### config.mk
export PLATFORM = sky130hd
export DESIGN_NAME = bus_arbiter
export DESIGN_NICKNAME = d
export VERILOG_FILES = /design/src/rtl/bus_arbiter_pkg.sv /design/src/rtl/bus_arbiter_lane_align.sv /design/src/rtl/bus_arbiter.sv
export SDC_FILE = /design/constraint.sdc
export NUM_CORES = 1
export LEC_CHECK = 0
export CAP_MARGIN = 5
export CELL_PAD_IN_SITES_DETAIL_PLACEMENT = 0
export CELL_PAD_IN_SITES_GLOBAL_PLACEMENT = 1
export CORE_UTILIZATION = 39
export CTS_CLUSTER_DIAMETER = 120
export DETAILED_ROUTE_END_ITERATION = 8
export HOLD_SLACK_MARGIN = 0.02
export PLACE_DENSITY_LB_ADDON = 0.25
export SETUP_SLACK_MARGIN = 0.15
export SKIP_LAST_GASP = 1
export SYNTH_ARGS = -nofsm -noshare
export SYNTH_HDL_FRONTEND = slang
export SYNTH_HIERARCHICAL = 1
export SYNTH_SLANG_ARGS = --single-unit
### constraint.sdc
create_clock -name clk -period 3.38 [get_ports clk]
set_clock_uncertainty 0.1 [all_clocks]
set_input_delay 0.507 -clock clk [delete_from_list [all_inputs] [get_ports clk]]
set_output_delay 0.507 -clock clk [all_outputs]
set_load 0.01 [all_outputs]
### src/rtl/bus_arbiter_pkg.sv
// Shared types and lane helpers for the bus arbiter slice.
// State encoding, access size codes, store lane steering and load extraction.
package bus_arbiter_pkg;

    typedef enum logic [2:0] {
        IDLE,
        BUSY_F,
        BUSY_D,
        DONE_F,
        DONE_D
    } arb_state_t;

    localparam logic [1:0] SIZE_BYTE = 2'b00;
    localparam logic [1:0] SIZE_HALF = 2'b01;
    localparam logic [1:0] SIZE_WORD = 2'b10;

    typedef struct packed {
        logic [3:0]  strobe;
        logic [31:0] data;
    } store_lanes_t;

    // Byte enables and replicated store data; size 11 falls through to word.
    function automatic store_lanes_t steer_store(input logic [1:0]  size,
                                                 input logic [1:0]  offset,
                                                 input logic [31:0] data);
        store_lanes_t r;
        case (size)
            SIZE_BYTE: begin
                r.strobe = 4'b0001 << offset;
                r.data   = {4{data[7:0]}};
            end
            SIZE_HALF: begin
                r.strobe = 4'b0011 << offset;
                r.data   = {2{data[15:0]}};
            end
            default: begin
                r.strobe = 4'b1111;
                r.data   = data;
            end
        endcase
        return r;
    endfunction

    // Shift the addressed bytes down, then zero- or sign-extend to 32 bits.
    function automatic logic [31:0] extract_load(input logic [31:0] word,
                                                 input logic [1:0]  size,
                                                 input logic [1:0]  offset,
                                                 input logic        sign_ext);
        logic [31:0] shifted;
        logic [31:0] r;
        shifted = word >> {offset, 3'b000};
        case (size)
            SIZE_BYTE: r = {{24{sign_ext & shifted[7]}}, shifted[7:0]};
            SIZE_HALF: r = {{16{sign_ext & shifted[15]}}, shifted[15:0]};
            default:   r = shifted;
        endcase
        return r;
    endfunction

endpackage

### src/rtl/bus_arbiter_lane_align.sv
// bus_lane_align: combinational store steering and load extraction.
// Kept separate so a future cache front end can reuse the same lane logic.
module bus_lane_align
    import bus_arbiter_pkg::*;
(
    input  logic [1:0]  st_size,
    input  logic [1:0]  st_offset,
    input  logic [31:0] st_data,
    output logic [3:0]  st_strobe,
    output logic [31:0] st_wdata,
    input  logic [31:0] ld_word,
    input  logic [1:0]  ld_size,
    input  logic [1:0]  ld_offset,
    input  logic        ld_signed,
    output logic [31:0] ld_data
);

    store_lanes_t lanes;

    // Store side works on the live request, load side on the latched attributes.
    always_comb begin
        lanes     = steer_store(st_size, st_offset, st_data);
        st_strobe = lanes.strobe;
        st_wdata  = lanes.data;
        ld_data   = extract_load(ld_word, ld_size, ld_offset, ld_signed);
    end

endmodule

### src/rtl/bus_arbiter.sv
// bus_arbiter: serialises fetch and memory-stage accesses onto one bus.
// Optional bus timeout is compiled in with `define BUS_ARBITER_TIMEOUT_EN.
module bus_arbiter
    import bus_arbiter_pkg::*;
#(
    parameter int          DATA_PRIORITY  = 1,
    parameter int unsigned TIMEOUT_CYCLES = 256
) (
    input  logic        clk,
    input  logic        resetn,
    input  logic        fetch_read,
    input  logic [31:0] fetch_address,
    output logic [31:0] fetch_data,
    output logic        fetch_stall,
    output logic        fetch_error,
    input  logic        mem_load,
    input  logic        mem_store,
    input  logic [31:0] mem_address,
    input  logic [31:0] mem_store_data,
    input  logic [1:0]  mem_size,
    input  logic        mem_signed,
    output logic [31:0] mem_load_data,
    output logic        data_stall,
    output logic        data_error,
    output logic [31:0] ext_address,
    output logic [31:0] ext_write_data,
    output logic [3:0]  ext_strobe,
    output logic        ext_read,
    output logic        ext_write,
    input  logic        ext_ready,
    input  logic [31:0] ext_read_data
);

    arb_state_t  state_q, state_d;
    logic        data_req, issue_f, issue_d, busy, complete, timeout_hit;
    logic [31:0] fetch_addr_q;
    logic [1:0]  lat_size, lat_off;
    logic        lat_signed, lat_store;
    logic [3:0]  st_strobe;
    logic [31:0] st_wdata, ld_data;

    assign data_req = mem_load | mem_store;
    assign busy     = (state_q == BUSY_F) || (state_q == BUSY_D);
    assign complete = busy && (ext_ready || timeout_hit);

    assign data_stall  = data_req && (state_q != DONE_D);
    assign fetch_stall = fetch_read &&
                         !((state_q == DONE_F) && (fetch_address == fetch_addr_q));

    bus_lane_align u_align (
        .st_size   (mem_size),
        .st_offset (mem_address[1:0]),
        .st_data   (mem_store_data),
        .st_strobe (st_strobe),
        .st_wdata  (st_wdata),
        .ld_word   (ext_read_data),
        .ld_size   (lat_size),
        .ld_offset (lat_off),
        .ld_signed (lat_signed),
        .ld_data   (ld_data)
    );

`ifdef BUS_ARBITER_TIMEOUT_EN
    logic [31:0] tmo_cnt;
    logic        tmo_flag;

    // ext_ready in the final allowed cycle still counts as a normal completion.
    assign timeout_hit = busy && !ext_ready && (tmo_cnt == TIMEOUT_CYCLES - 1);
    assign fetch_error = tmo_flag && (state_q == DONE_F);
    assign data_error  = tmo_flag && (state_q == DONE_D);

    // Wait counter runs only while a transaction is outstanding.
    always_ff @(posedge clk or negedge resetn) begin
        if (!resetn) begin
            tmo_cnt  <= '0;
            tmo_flag <= 1'b0;
        end else begin
            tmo_cnt  <= (busy && !complete) ? tmo_cnt + 32'd1 : '0;
            tmo_flag <= timeout_hit;
        end
    end
`else
    assign timeout_hit = 1'b0;
    assign fetch_error = 1'b0;
    assign data_error  = 1'b0;
`endif

    // State register.
    always_ff @(posedge clk or negedge resetn) begin
        if (!resetn) state_q <= IDLE;
        else         state_q <= state_d;
    end

    // Arbitration and next-state selection.
    always_comb begin
        state_d = state_q;
        issue_f = 1'b0;
        issue_d = 1'b0;
        case (state_q)
            IDLE: begin
                if (data_req && (DATA_PRIORITY != 0 || !fetch_read)) begin
                    issue_d = 1'b1;
                    state_d = BUSY_D;
                end else if (fetch_read) begin
                    issue_f = 1'b1;
                    state_d = BUSY_F;
                end
            end
            BUSY_F:  if (complete) state_d = DONE_F;
            BUSY_D:  if (complete) state_d = DONE_D;
            default: state_d = IDLE;
        endcase
    end

    // Bus outputs, request attributes and result registers.
    always_ff @(posedge clk or negedge resetn) begin
        if (!resetn) begin
            ext_address    <= '0;
            ext_write_data <= '0;
            ext_strobe     <= '0;
            ext_read       <= 1'b0;
            ext_write      <= 1'b0;
            fetch_addr_q   <= '0;
            lat_size       <= '0;
            lat_off        <= '0;
            lat_signed     <= 1'b0;
            lat_store      <= 1'b0;
            fetch_data     <= '0;
            mem_load_data  <= '0;
        end else begin
            if (issue_d) begin
                ext_address <= {mem_address[31:2], 2'b00};
                ext_read    <= !mem_store;
                ext_write   <= mem_store;
                ext_strobe  <= mem_store ? st_strobe : 4'b1111;
                if (mem_store) ext_write_data <= st_wdata;
                lat_size    <= mem_size;
                lat_off     <= mem_address[1:0];
                lat_signed  <= mem_signed;
                lat_store   <= mem_store;
            end
            if (issue_f) begin
                ext_address  <= {fetch_address[31:2], 2'b00};
                ext_read     <= 1'b1;
                ext_write    <= 1'b0;
                ext_strobe   <= 4'b1111;
                fetch_addr_q <= fetch_address;
            end
            if (complete) begin
                ext_read   <= 1'b0;
                ext_write  <= 1'b0;
                ext_strobe <= '0;
                if (state_q == BUSY_F)
                    fetch_data <= timeout_hit ? '0 : ext_read_data;
                else if (!lat_store)
                    mem_load_data <= timeout_hit ? '0 : ld_data;
            end
        end
    end

endmodule

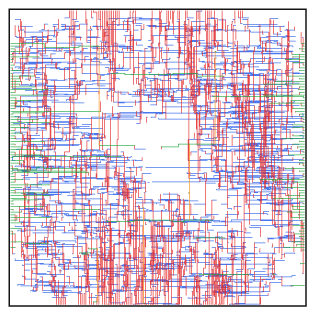
*Signal wires by layer, run 1*
Drawn at 2 px/um.
- blue: metal 1 (wire length 9860 um)
- red: metal 2 (wire length 9900 um)
- green: metal 3 (wire length 1390 um)
- orange: metal 4 (wire length 208 um)
post-DR wirelength/cell: 17.6 um
Total GRT Usage: 20.0%
vias: 6010
routed wire length: 21400 um

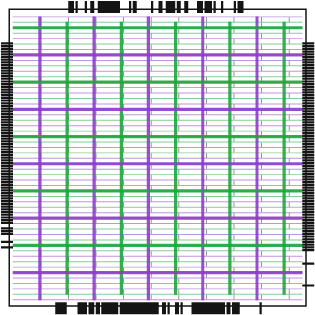
*PDN straps and rails, run 1*
Drawn at 2 px/um. Pins as bars on the die edge. Tap cells in gray.
- purple: VSS
- green: VDD
- met5 straps: 10
- tap cells: 270
- signal pins: 275
- met1 rails: 53

==> results.toml, run 1 <==
# flow metrics
[die]
fp_util_pct = 40.3
fp.dieArea_um2 = 21800
rows = 52
core_um2 = 20500
pin_count = 275

[run_status]
violations = "negative hold slack"
status = "finished with violations"

[synth]
topCombFamilyByArea = "multiplexers"
synth_top_area_share_pct = 52.4
ys_warn_count = 6
topCellsByArea = "dfrtp_1 (52%), mux2_2 (21%), nand2_1 (4.0%), xor2_1 (3.3%), a22oi_1 (2.7%)"
ys_seq_share_pct = 52.4
ys.flop_type = "dfrtp_1"
simple_gate_area_share_pct = 8.81
synth_area_um2 = 8270
synthArstFlopShare_pct = 100
synthAoiAreaFrac_pct = 7.10
largest_area_cell = "dfrtp_1"
adder_share_pct = 0
synth.cellmix.xorXnorShare_pct = 3.50
ys_cells = 675
syn_inst = 675
yosys_area_um2 = 8270
edf_count = 0

[setup_path]
crit_chain = "clkdlybuf4s50_1 -> xor2_1 -> nor4_1 -> nand4_1 -> o31a_1 -> clkdlybuf4s50_1"
r2r_slack_ns = 1.09
path_max_fanout = 3
crit_top_cell = "clkdlybuf4s50_1"
cp_data_arrival_time_ns = 2.54
end_kind = "output port"
crit_path_start = "fetch_address[3]"
regToRegEndpoint = "mem_load_data[19]"
reg2regPathDepth = 5
crit_cells = 6
cp.required_ns = 2.77
critPathCapture = "fetch_stall"
path_delay_family = "buffers and inverters"
timing.rr.start = "lat_off[0]"

[layout]
antenna-diode-count = 0
lay_top_cells = "clkdlybuf4s50_1 (269), dfrtp_1 (173), mux2_2 (155)"
syn2layout_area_growth_pct = 41.4
final_area_um2 = 11700
instances_no_fill = 1213
nets = 1067
utilization_pct = 57.0

[global_route]
grt_antenna_before_repair = 0
grt_pass1_wl_um = 34000
grt_max_degree = 75

[power]
total_power_mw = 9.81
p_sw_share_pct = 34.0
seq_power_share_pct = 35.9
p_comb_share_pct = 45.1
p_per_area_nw_per_um2 = 839
power.share.clock_pct = 19.0
internal-power_mw = 6.48
peakVddDrop_uv = 444
leakagePower_nw = 5.04
powerSeq_mw = 3.53
power.switching_mw = 3.33

[placement]
place_hpwl_um = 15400
dpl.cell_count = 1181
gp_congestion = 0.781

[timing]
relSlewSlack_pct = 44.1
grt_setup_unrepaired = "no"
hold_viol_final = 5
timing.setup.tns_ns = 0
tightestPinTransition_ns = 0.836
slew_violations = 0
min_period_ns = 3.15
final-setup-viol-count = 0
hold_slack_ns = -0.00619
min_period_over_period_pct = 93.2

[job]
maxCapViolations = 0
warning_count = 26

[clock_tree]
cts_tree = "built"
postCtsSetupBuffers = 0
cts_root_buf = "clkbuf_16"
cts_resized = 0
insertion_delay_ns = 0.42
cts_hold_buf = 0
clk_pin_slew_worst_paths_ns = 0.07
cts_sinks = 173
cts_inserted_buffers = 17

[detailed_routing]
ant_nets = 0
drtPass1Iterations = 4
via_per_inst = 4.95
drcViolationCount = 0
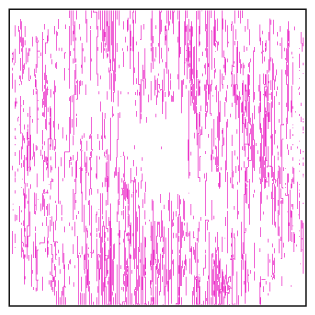
*Signal wires on met2, run 1*
Drawn at 2 px/um.
- share of all routed wire: 46%
- longest straight run: 51.7 um
- wire length on this layer: 9900 um
- nets with wire on the layer: 943
- main direction: vertical

run 1: stage by stage:
stage | hold WS [ns] | setup WS (ns)
floorplan | 0.111 | 1.43
global placement | 0.351 | 0.225
detailed placement | 0.356 | 0.236
CTS | 0.0269 | 0.233
global route | 0.0396 | 0.158
finish | -0.00619 | 0.229
run 1: synth_stat cells (5+ instances only):
library cell  number
nor3b_1            5
buf_4             22
a22oi_1           30
clkbuf_1           8
a21oi_1           11
nor2_1            15
a211oi_1           8
buf_6              8
xor2_1            31
dfrtp_1          173
nand2_1           89
o21ai_0           15
mux2i_1           19
nor4_1             7
nor2b_1            9
a221oi_1           7
buf_2             13
nor3_1            13
mux2_2           155
run 1: registers in the layout (all words and copies together), names as in the netlist, 2 cells and up:
name and cells:
fetch_addr_q 32, state_q 3, lat_off 2, ext_strobe 4
ext_write_data 32, ext_address 30, fetch_data 32, mem_load_data 32
lat_size 2
run 1: cell type report:
| type | count | area, um2 |
|---|---|---|
| clock buffers | 20 | 457 |
| clock inverters | 12 | 103 |
| fillers | 1796 | 8810 |
| inverters | 4 | 15.0 |
| multi-input cells | 450 | 3610 |
| flip-flops and latches | 173 | 4330 |
| well taps | 270 | 338 |
| repair buffers | 284 | 2830 |
run 1: metal layers:
layer	part of all wire (%)	vias up	GRT usage, %
li1	-	2877	-
met1	46	2937	27.3
met2	46	183	31.7
met5	0	-	0
met4	0.97	0	4.59
met3	6.5	13	5.46
run 1: worst min path at each step:
stage | start | endpoint | slack, ns
4_1_cts | resetn | ext_address[9] | 0.03
3_5_place_dp | ext_address[13] | ext_address[13] | 0.36
5_1_grt | resetn | ext_address[9] | 0.04
2_1_floorplan | resetn | ext_address[10] | 0.11
3_3_place_gp | ext_address[12] | ext_address[12] | 0.35
6_report | resetn | ext_address[5] | -0.006
==> run 2: changes to the inputs <==
--- a/config.mk
+++ b/config.mk
@@ -5,10 +5,10 @@
 export SDC_FILE = /design/constraint.sdc
 export NUM_CORES = 1
 export LEC_CHECK = 0
-export CAP_MARGIN = 5
 export CELL_PAD_IN_SITES_DETAIL_PLACEMENT = 0
 export CELL_PAD_IN_SITES_GLOBAL_PLACEMENT = 1
-export CORE_UTILIZATION = 39
+export CORE_UTILIZATION = 38
+export CTS_BUF_LIST = sky130_fd_sc_hd__clkbuf_16
 export CTS_CLUSTER_DIAMETER = 120
 export DETAILED_ROUTE_END_ITERATION = 8
 export HOLD_SLACK_MARGIN = 0.02
@@ -17,5 +17,4 @@
 export SKIP_LAST_GASP = 1
 export SYNTH_ARGS = -nofsm -noshare
 export SYNTH_HDL_FRONTEND = slang
-export SYNTH_HIERARCHICAL = 1
 export SYNTH_SLANG_ARGS = --single-unit
==> run 2 against run 1 <==
The run now ends clean. Maximum frequency rose by 4.7%. Critical path depth is the same. Sequential cell count unchanged. Global-route usage increased by 1.4 points. Area after synthesis decreased by 4.1%. First-iteration DRC count increased by 37%. Hold slack better by 0.37 ns. Register-to-register slack worse by 0.07 ns. Count of clock-buffer cells in the layout fell by 3. Design area is 1.8% lower. Combinational power rose by 4%. Largest power group unchanged. Highest routed layer unchanged.
==> results.toml, run 2 <==
# flow metrics
[setup_path]
regToRegEndpoint = "mem_load_data[19]"
crit_path_start = "fetch_address[3]"
cp.required_ns = 2.77
reg2regPathDepth = 5
timing.rr.start = "lat_off[1]"
r2r_slack_ns = 1.02
cp_data_arrival_time_ns = 2.40
end_kind = "output port"
critPathCapture = "fetch_stall"

[detailed_routing]
drtPass1Iterations = 5
via_per_inst = 4.99
drcViolationCount = 0
ant_nets = 0
drt-wirelength-per-cell_um = 18.0

[power]
internal-power_mw = 6.67
seq_power_share_pct = 36.0
leakagePower_nw = 4.87
p_sw_share_pct = 34.3
power.switching_mw = 3.48
p_comb_share_pct = 45.4

[synth]
topCellsByArea = "dfrtp_1 (55%), mux2_2 (7.7%), mux2i_1 (4.9%), mux2_1 (4.4%), nand2_1 (4.2%)"
top_cell = "dfrtp_1"
ys_top_cells_by_count = "dfrtp_1 (173), nand2_1 (88), mux2_2 (54)"
largest_area_cell = "dfrtp_1"
ys_cells = 681
synth_top_area_share_pct = 54.6
syn_inst = 681
ys_seq_share_pct = 54.6
edf_count = 0
ys.flop_type = "dfrtp_1"
synthArstFlopShare_pct = 100
yosys_area_um2 = 7930

[global_route]
grt_antenna_before_repair = 0
grt_max_degree = 83
gr-usage-all-layers_pct = 21.4
grt_pass1_wl_um = 35400

[layout]
clk_share_pct = 4.89
layout.nonclk_buf_share_pct = 24.9
regArea_um2 = 4330
sh_comb_area_pct = 29.3
lay_top_cells = "clkdlybuf4s50_1 (269), dfrtp_1 (173), nand2_1 (88)"
buffers = 287
sh_seq_area_pct = 37.7
n_fill_cell = 1824
dominant_cells = "registers"
inverters_excl_clock = 6
antenna-diode-count = 0

[min_path]
min-delay-start = "ext_address[8]"

[timing]
timing.setup.tns_ns = 0
final-setup-viol-count = 0
relSlewSlack_pct = 45.4
hold_slack_ns = 0.368
hold_viol_final = 0
min_period_over_period_pct = 89.0
slew_violations = 0
grt_setup_unrepaired = "no"
tightestPinTransition_ns = 0.813

[placement]
gp_congestion = 0.780
place_hpwl_um = 16000

[clock_tree]
cts_hold_buf = 1
cts_root_buf = "clkbuf_16"
cts_tree = "built"

[die]
core_um2 = 20400
rows = 52
pin_count = 275

[run_status]
status = "complete, no violations"

[job]
maxCapViolations = 0
[run 2: power groups by stage]
| stage | Clock, mW | Sequential, mW | Combinational (mW) |
|---|---|---|---|
| finish | 1.89 | 3.65 | 4.61 |
| global route | 2.04 | 3.79 | 4.99 |
| CTS | 1.94 | 3.66 | 4.68 |
| detailed placement | 0 | 3.69 | 4.66 |
| global placement | 0 | 3.65 | 4.61 |
| floorplan | 0 | 3.97 | 2.02 |
[run 2: logic make-up (layout without fill, tap and decap cells)]
kind of cell              Yosys count  in the layout  synth area share (%)
AOI/OAI and AO/OA                 138            138                  12.0
muxes                             126            126                  17.6
buffers and inverters              53            325                  3.36
and+or+nand+nor                   157            157                  8.79
other                               1              4                0.0473
DFF                               173            173                  54.6
xor gates and xnor gates           33             33                  3.64
[run 2: metal layers]
metal  up-vias  part of all wire (%)  global-route usage (%)
met5         -                     0                       0
met4         0                   1.6                    6.35
met3        25                   5.9                    5.34
met2       190                    50                    35.6
met1      2977                    43                    27.5
li1       2929                     -                       -
[run 2: per-stage QoR]
step | utilization (%) | setup WS, ns | cells | total power [mW]
6_report | 56.4 | 0.371 | 1226 | 10.1
5_1_grt | 56.4 | 0.263 | 1226 | 10.8
4_1_cts | 56.4 | 0.337 | 1226 | 10.3
3_5_place_dp | 53.6 | 0.360 | 1193 | 8.35
3_3_place_gp | 53.6 | 0.378 | 1193 | 8.26
2_1_floorplan | - | 1.54 | 684 | 5.99
[run 2: worst max-delay path, stage by stage]
cell and delay, ns:
clkdlybuf4s50_1 0.52, xnor2_1 0.15, nand4_1 0.14, nor4_1 0.40, a31oi_1 0.16, clkdlybuf4s50_1 0.53
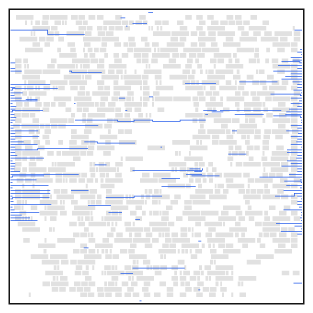
*Metal 3, run 2*
Drawn at 2 px/um.
- wire length on this layer: 1310 um
- nets with wire on the layer: 146
met3 GRT Util: 5.34%
routed wire length: 22000 um

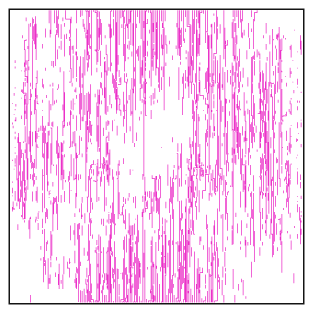
*Signal wires on met2, run 2*
Drawn at 2 px/um.
- longest straight run: 69.5 um
- share of all routed wire: 50%
- wire length on this layer: 11000 um
- nets with wire on the layer: 938
- main direction: vertical
met2 Usage GRT: 35.6%
vias: 6121

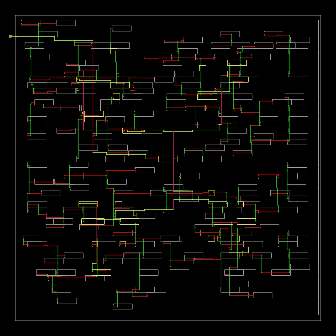
*Clock routing, run 2*
Num CTS Buffers: 17
flip-flops: 173
CLK BUF: 17
clk sink count: 173
clk_lat worst skew: 0.42 ns

Power figures rest on the tool's default switching activity, not on a simulated workload.
